Figure 1. Wiring by layer.
Scale: 2 px per µm.
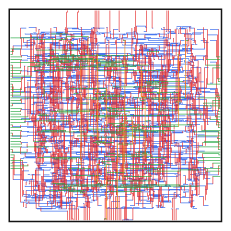
Figure 2. Metal 3.
Scale: 2 px per µm.
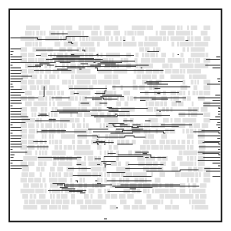
Figure 3. Track usage over the die.
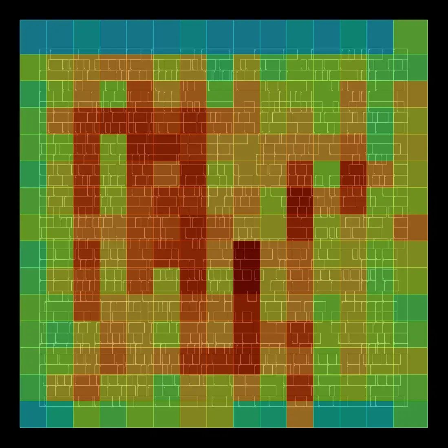
Figure 4. Routed clock nets over the placement.
Scale: 4 px per µm.
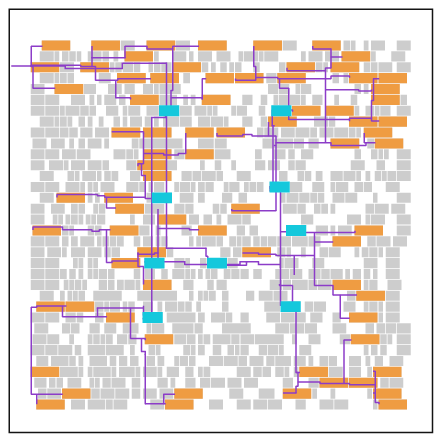
==> config.mk <==
export PLATFORM = sky130hd
export DESIGN_NAME = axi_stream_insert_header
export DESIGN_NICKNAME = d
export VERILOG_FILES = /design/src/rtl/axi_stream_insert_header.sv
export SDC_FILE = /design/constraint.sdc
export NUM_CORES = 1
export LEC_CHECK = 0
export CORE_MARGIN = 5
export CORE_UTILIZATION = 54
export DETAILED_ROUTE_END_ITERATION = 6
export HOLD_SLACK_MARGIN = 0.05
export PLACE_DENSITY = 0.87
export SYNTH_ARGS = -nofsm -noshare
export SYNTH_HDL_FRONTEND = slang
export SYNTH_SLANG_ARGS = --single-unit
==> constraint.sdc <==
create_clock -name clk -period 5 [get_ports clk]
set_input_delay 1 -clock clk [delete_from_list [all_inputs] [get_ports clk]]
set_output_delay 1 -clock clk [all_outputs]
set_load 0.05 [all_outputs]
==> results.tsv <==
metric	value	unit
ys_seq_share	0.305	
cts.sinks	75	
dieWidth	105	µm
drc	0	
slowest_delay	0.83	ns
most_common_cell	nor2_1	
ir_drop	0.216	mV
first_pass_iters	6	
p_int	1.31	mW
r2r_slack	1.41	ns
slew-limit-headroom	0.312	
cts_resized	0	
fin_crit_sh	0.824	
ys_cells	652	
p_switching	0.980	mW
initCoreUtil	0.559	
yosys.stat.chipArea	4920	µm²
outcome	finished, final reports clean	
timing.hold.ws	0.493	ns
viasPerCell	6.46	
grt_max_degree	76	
cp.required	4.00	ns
cts_buffer_depth	2	
fin_crit	4.12	ns
die-area	11100	µm²
About Figure 1:
- green: M3 (wire length 1990 µm)
- red: M2 (wire length 7730 µm)
- orange: M4 (wire length 462 µm)
- blue: M1 (wire length 7320 µm)
wire length per cell: 20.5 µm
All-Layer GR Usage: 0.307
Post-Route WL: 17.5 mm

About Figure 2:
- longest straight run: 43.2 µm
- main direction: horizontal
- wire length on this layer: 1990 µm
- nets with wire on the layer: 183
M3 GR Usage: 0.0678
vias: 5514

About Figure 3:
most used routing layer: met2
post-layout util: 0.720
M2 GR Usage: 0.480
met1 usage: 0.417

About Figure 4:
- cyan: clock-net drivers (count 9)
- orange: flip-flops (count 75)
- purple: clock wires (length 1050 µm)
- routed clock nets: 10
clock power share: 0.220
clock skew: 0.0146 ns
power in the clock group: 0.504 mW
clk ins delay skew pair: 0.37 ns

-- cells by family after synthesis --
family | Yosys count | share of synthesized area
AND/OR/NAND/NOR | 277 | 0.263
AND-OR/OR-AND | 185 | 0.272
flip-flops | 75 | 0.305
buffers and inverters | 71 | 0.0593
multiplexers | 30 | 0.0633
adder cells (fa/ha/maj) | 10 | 0.0300
XOR/XNOR | 4 | 0.00712
-- area by class of cell --
type | count | area, µm²
clock inverter | 6 | 71.3
fill | 738 | 2470
multi-input combinational | 506 | 3130
clock buffer | 10 | 138
inverter | 16 | 60.1
tap | 108 | 135
timing repair buffer | 133 | 1300
sequential | 75 | 1500
-- through the flow --
| stage | std cells | setup WS, ns | power (mW) |
|---|---|---|---|
| 2_1_floorplan | 652 | 1.33 | 1.45 |
| 3_3_place_gp | 838 | 0.807 | 1.75 |
| 3_5_place_dp | 838 | 0.696 | 1.77 |
| 4_1_cts | 854 | 0.868 | 2.27 |
| 5_1_grt | 854 | 0.745 | 2.40 |
| 6_report | 854 | 0.878 | 2.29 |
-- per-layer routing --
| metal | track usage | routed length [µm] | up-vias |
|---|---|---|---|
| li1 | - | - | 2578 |
| met1 | 0.417 | 7320 | 2549 |
| met2 | 0.480 | 7730 | 346 |
| met3 | 0.0678 | 1990 | 41 |
| met4 | 0.110 | 462 | 0 |
| met5 | 0 | 0 | - |
-- critical path, delay by kind of cell --
family	cells	cell delay, ns
xor+xnor	1	0.17
fa+ha+maj	1	0.32
compound gates	1	0.21
buf+inv	3	1.41
-- cell usage in the layout (no fill, tap or decap), types with 9 or more instances in the layout --
cell type / count
o21ai_0: 36
nor3_1: 56
mux2i_1: 21
a211oi_1: 32
nor2_1: 89
clkdlybuf4s50_1: 121
clkbuf_8: 10
a311oi_1: 9
and2_1: 21
o22ai_1: 13
a31oi_1: 13
a21oi_1: 22
nand3_1: 15
nand2_1: 57
mux2_2: 9
inv_1: 15
buf_4: 11
dfxtp_1: 75
-- power by group through the flow --
stage	clock, mW	sequential, mW	combinational [mW]
2_1_floorplan	0	0.890	0.557
3_3_place_gp	0	0.752	1.00
3_5_place_dp	0	0.757	1.02
4_1_cts	0.506	0.743	1.02
5_1_grt	0.533	0.755	1.11
6_report	0.504	0.744	1.04
Power is estimated from default activity; no workload was simulated.
